File: config.mk
export PLATFORM = sky130hd
export DESIGN_NAME = reg_file_2r1w
export DESIGN_NICKNAME = d
export VERILOG_FILES = /design/src/rtl/reg_file_2r1w.sv
export SDC_FILE = /design/constraint.sdc
export NUM_CORES = 1
export LEC_CHECK = 0
export ABC_AREA = 1
export CORE_UTILIZATION = 45
export CTS_BUF_LIST = sky130_fd_sc_hd__clkbuf_8
export CTS_CLUSTER_SIZE = 30
export DETAILED_ROUTE_END_ITERATION = 10
export PLACE_DENSITY_LB_ADDON = 0.05
export SETUP_SLACK_MARGIN = 0.5
export SYNTH_ARGS = -nofsm -noshare
export SYNTH_HDL_FRONTEND = slang
export SYNTH_SLANG_ARGS = --single-unit
File: constraint.sdc
create_clock -name clk -period 1.5 [get_ports clk]
set_input_delay 0.375 -clock clk [delete_from_list [all_inputs] [get_ports clk]]
set_output_delay 0.375 -clock clk [all_outputs]
set_load 0.01 [all_outputs]
File: src/rtl/reg_file_2r1w.sv
// Register file with one byte-enabled write port and two registered read ports.
// Same-cycle read/write of one address returns the merged (write-first) word.
module reg_file_2r1w #(
    parameter int                DATA_W    = 32,
    parameter int                ADDR_W    = 3,
    parameter logic [DATA_W-1:0] RESET_VAL = '0
) (
    input  logic                  clk,
    input  logic                  reset_n,
    input  logic                  we,
    input  logic [ADDR_W-1:0]     wr_addr,
    input  logic [DATA_W-1:0]     wr_data,
    input  logic [DATA_W/8-1:0]   wr_be,
    input  logic                  re_a,
    input  logic [ADDR_W-1:0]     rd_addr_a,
    output logic [DATA_W-1:0]     rd_data_a,
    output logic                  rd_valid_a,
    input  logic                  re_b,
    input  logic [ADDR_W-1:0]     rd_addr_b,
    output logic [DATA_W-1:0]     rd_data_b,
    output logic                  rd_valid_b
);

    localparam int DEPTH = 1 << ADDR_W;
    localparam int BE_W  = DATA_W / 8;

    logic [DATA_W-1:0] mem [DEPTH];
    logic [DATA_W-1:0] wr_mask;
    logic [DATA_W-1:0] wr_word;
    logic [DATA_W-1:0] rd_word_a;
    logic [DATA_W-1:0] rd_word_b;

    always_comb begin
        wr_mask = '0;
        for (int i = 0; i < BE_W; i++) begin
            wr_mask[8*i +: 8] = {8{wr_be[i]}};
        end
    end

    // Merged word serves both the array update and the write-first bypass;
    // with wr_be=0 it equals the old entry, so the write becomes a no-op.
    assign wr_word   = (mem[wr_addr] & ~wr_mask) | (wr_data & wr_mask);
    assign rd_word_a = (we && (wr_addr == rd_addr_a)) ? wr_word : mem[rd_addr_a];
    assign rd_word_b = (we && (wr_addr == rd_addr_b)) ? wr_word : mem[rd_addr_b];

    always_ff @(posedge clk or negedge reset_n) begin
        if (!reset_n) begin
            for (int i = 0; i < DEPTH; i++) begin
                mem[i] <= RESET_VAL;
            end
        end else if (we) begin
            mem[wr_addr] <= wr_word;
        end
    end

    always_ff @(posedge clk or negedge reset_n) begin
        if (!reset_n) begin
            rd_data_a  <= '0;
            rd_valid_a <= 1'b0;
        end else begin
            rd_valid_a <= re_a;
            if (re_a) begin
                rd_data_a <= rd_word_a;
            end
        end
    end

    always_ff @(posedge clk or negedge reset_n) begin
        if (!reset_n) begin
            rd_data_b  <= '0;
            rd_valid_b <= 1'b0;
        end else begin
            rd_valid_b <= re_b;
            if (re_b) begin
                rd_data_b <= rd_word_b;
            end
        end
    end

endmodule

Figure 1. Placed standard cells (run 1).
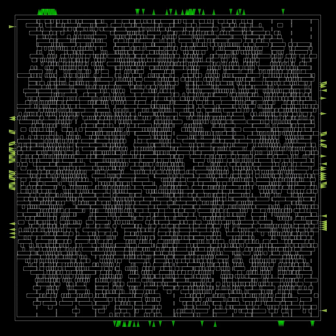
flop share of the area: 27.4%
Cell Count, Final, Fillers Out: 4273
tap cell count: 592
core area: 0.0445 mm^2
site row count: 77

Figure 2. Port wiring (run 1).
(1 px per um)
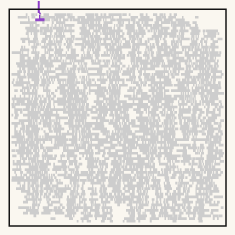
[purple] rd_valid_a | bits: 1 | direction: output | end cells: 1 | buffers: 1 | wire: 14.3 um

==> out/results.txt, run 1 <==
status -> finished with violations
violations in the final reports -> setup timing
sequential cell fraction of total power -> 34.7%
Synth top cells by count -> nand2_1, nand3_1, dfrtp_1
Inserted Diodes -> 1
slowest cell on the critical path -> dfrtp_2
share of the final layout cell area in multi-input gates -> 41.5%
number of endpoints failing setup at the final stage -> 66
Num Clock Sinks -> 322
Log Warnings -> 29
count of unresolved DRC violations after routing -> 0
dominant register cell -> dfrtp_1
Via-to-Cell Ratio -> 5.75
Net Sw Frac -> 36.4%
Post-Syn Nets -> 3272
biggest power consumer among the groups -> combinational cells
clock share of power -> 29.1%
number of nets with antenna violations after routing -> 0
reg2reg path depth -> 9
clock slew seen by the registers of the worst setup and hold paths -> 0.06 ns
count of pins on the block boundary -> 116
relative slew slack -> 63.7%
slew at the pin closest to its max-slew limit -> 0.544 ns
Total Routing Usage GR -> 37.0%
Critical Path End Type -> output pin
biggest area consumer among cell classes -> logic gates
root cell of the clock tree -> clkbuf_8
post-layout worst setup margin -> -0.169 ns
Die ar. -> 0.0464 mm^2
main combinational cell family by area after synthesis -> simple AND/OR/NAND/NOR gates
number of warning messages in the yosys log -> 0
met3 WL -> 9.24 mm
# Max-Cap Violations -> 0
FF/Latch Area -> 0.00807 mm^2
Figure 3. Routed metal, one color a layer (run 1).
(1 px per um) Two of the layers only.
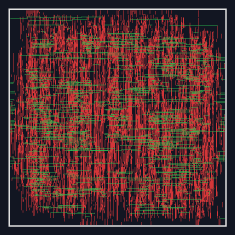
[red] metal 2 | wire length: 39.9 mm
[green] metal 3 | wire length: 9240 um

## run 1: flip-flops by register name (all words and copies together), names as in the netlist
register	flops
mem	256
rd_data_a	32
rd_data_b	32
rd_valid_a	1
rd_valid_b	1
## run 1: per-stage QoR
stage	setup TNS, ns	std cells	power (W)	hold slack [ns]
after floorplan	0	3222	0.0171	0.0794
after global placement	-217.68	3894	0.0202	0.289
after detailed placement	-226.38	3894	0.0205	0.286
after CTS	-8.36	4128	0.0318	0.161
after global routing	-7.98	4272	0.0359	0.194
final	-6.19	4273	0.0341	0.191
## run 1: what timing repair did
item,4_1_cts,5_1_grt
setup buffers,95,136
gates cloned,29,8
hold buffers,1,0
pin swaps,176,288
resized,684,492
hold endpoints to repair,322,0
endpoints found under the setup margin,386,386
==> run 2, diff against run 1 <==
--- a/config.mk
+++ b/config.mk
@@ -11,6 +11,7 @@
 export CTS_CLUSTER_SIZE = 30
 export DETAILED_ROUTE_END_ITERATION = 10
 export PLACE_DENSITY_LB_ADDON = 0.05
+export REMOVE_ABC_BUFFERS = 1
 export SETUP_SLACK_MARGIN = 0.5
 export SYNTH_ARGS = -nofsm -noshare
 export SYNTH_HDL_FRONTEND = slang
Figure 4. Port wiring (run 2).
(1 px per um)
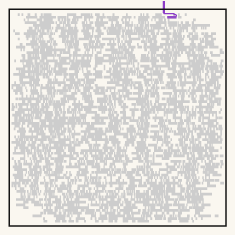
[purple] rd_valid_a | bits: 1 | direction: output | end cells: 1 | buffers: 1 | wire: 18.5 um

Figure 5. Signal wires on met2 (run 2).
(2 px per um)
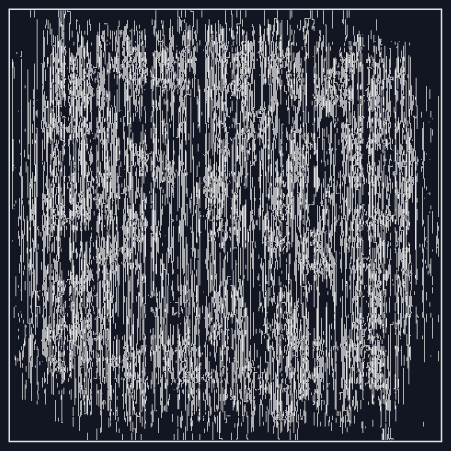
nets with wire on the layer: 2856
main direction: vertical
longest straight run: 121 um

==> out/results.txt, run 2 <==
status -> finished with violations (unchanged)
violations in the final reports -> setup timing (unchanged)
site row count -> 77 (unchanged)
met3 WL -> 9.07 mm (was 9.24 mm)
Top reg by flops -> mem (unchanged)
post-synthesis share of cell area spent on xor and xnor gates -> 0% (unchanged)
Die ar. -> 0.0464 mm^2 (unchanged)
met2 usage in global routing -> 56.6% (was 58.1%)
count of unresolved DRC violations after routing -> 0 (unchanged)
Critical Path End Type -> output pin (unchanged)
count of pins on the block boundary -> 116 (unchanged)
Total Routing Usage GR -> 36.2% (was 37.0%)
FP Util -> 46.0% (unchanged)
number of endpoints failing setup at the final stage -> 66 (unchanged)
final-layout setup total negative slack -> -4.83 ns (was -6.19 ns)
highest-count logic cell in the final layout -> nand2_1 (unchanged)
max reg flops -> 256 (unchanged)
sequential cell fraction of total power -> 36.3% (was 34.7%)
relative slew slack -> 75.4% (was 63.7%)
Net Sw Frac -> 37.6% (was 36.4%)
Num Clock Sinks -> 322 (unchanged)
post-layout worst setup margin -> -0.141 ns (was -0.169 ns)
core area -> 0.0445 mm^2 (unchanged)
number of warning messages in the yosys log -> 0 (unchanged)
Placed Cells -> 3905 (was 3894)
crit path buf inv count -> 1 (unchanged)
# Max-Cap Violations -> 0 (unchanged)
slowest cell on the critical path -> dfrtp_1 (was dfrtp_2)
clock slew seen by the registers of the worst setup and hold paths -> 0.06 ns (about the same)
topmost layer with routed signal wires -> met4 (unchanged)
clock share of power -> 27.2% (was 29.1%)
number of nets with antenna violations after routing -> 0 (unchanged)
root cell of the clock tree -> clkbuf_8 (unchanged)
dominant register cell -> dfrtp_1 (unchanged)
biggest power consumer among the groups -> registers (was combinational cells)
reg2reg path depth -> 9 (unchanged)
Log Warnings -> 27 (was 29)
main combinational cell family by area after synthesis -> simple AND/OR/NAND/NOR gates (unchanged)
Cell Count, Final, Fillers Out -> 4228 (was 4273)
Pwr Total -> 0.0324 W (was 0.0341 W)
slew at the pin closest to its max-slew limit -> 0.370 ns (was 0.544 ns)
clock tree from TritonCTS -> done (unchanged)
Via-to-Cell Ratio -> 5.71 (was 5.75)
hold_ws -> 0.0684 ns (was 0.191 ns)
run 2: what timing repair did:
action                     4_1_cts  5_1_grt
hold buffers                     1        0
gates cloned                    20        4
gates resized                  666      454
setup endpoints to repair      386      386
buffers inserted                75      115
hold endpoints to repair       322        0
pin swaps                      143      234
run 2: cells by family (layout without fill, tap and decap cells):
logic type | count (synthesis) | in the layout
compound gates | 335 | 335
buf+inv | 536 | 926
flops | 322 | 322
other cells | 0 | 1
simple gates | 2029 | 2052
run 2: layout make-up:
class | count | area, um^2
timing repair buffer | 499 | 4890
sequential | 322 | 8060
inverter | 320 | 1220
clock inverter | 33 | 194
clock buffer | 74 | 1020
antenna | 1 | 2.50
tap | 592 | 741
multi-input combinational | 2387 | 12000
fill | 4043 | 16400
Power figures rest on the tool's default switching activity, not on a simulated workload.
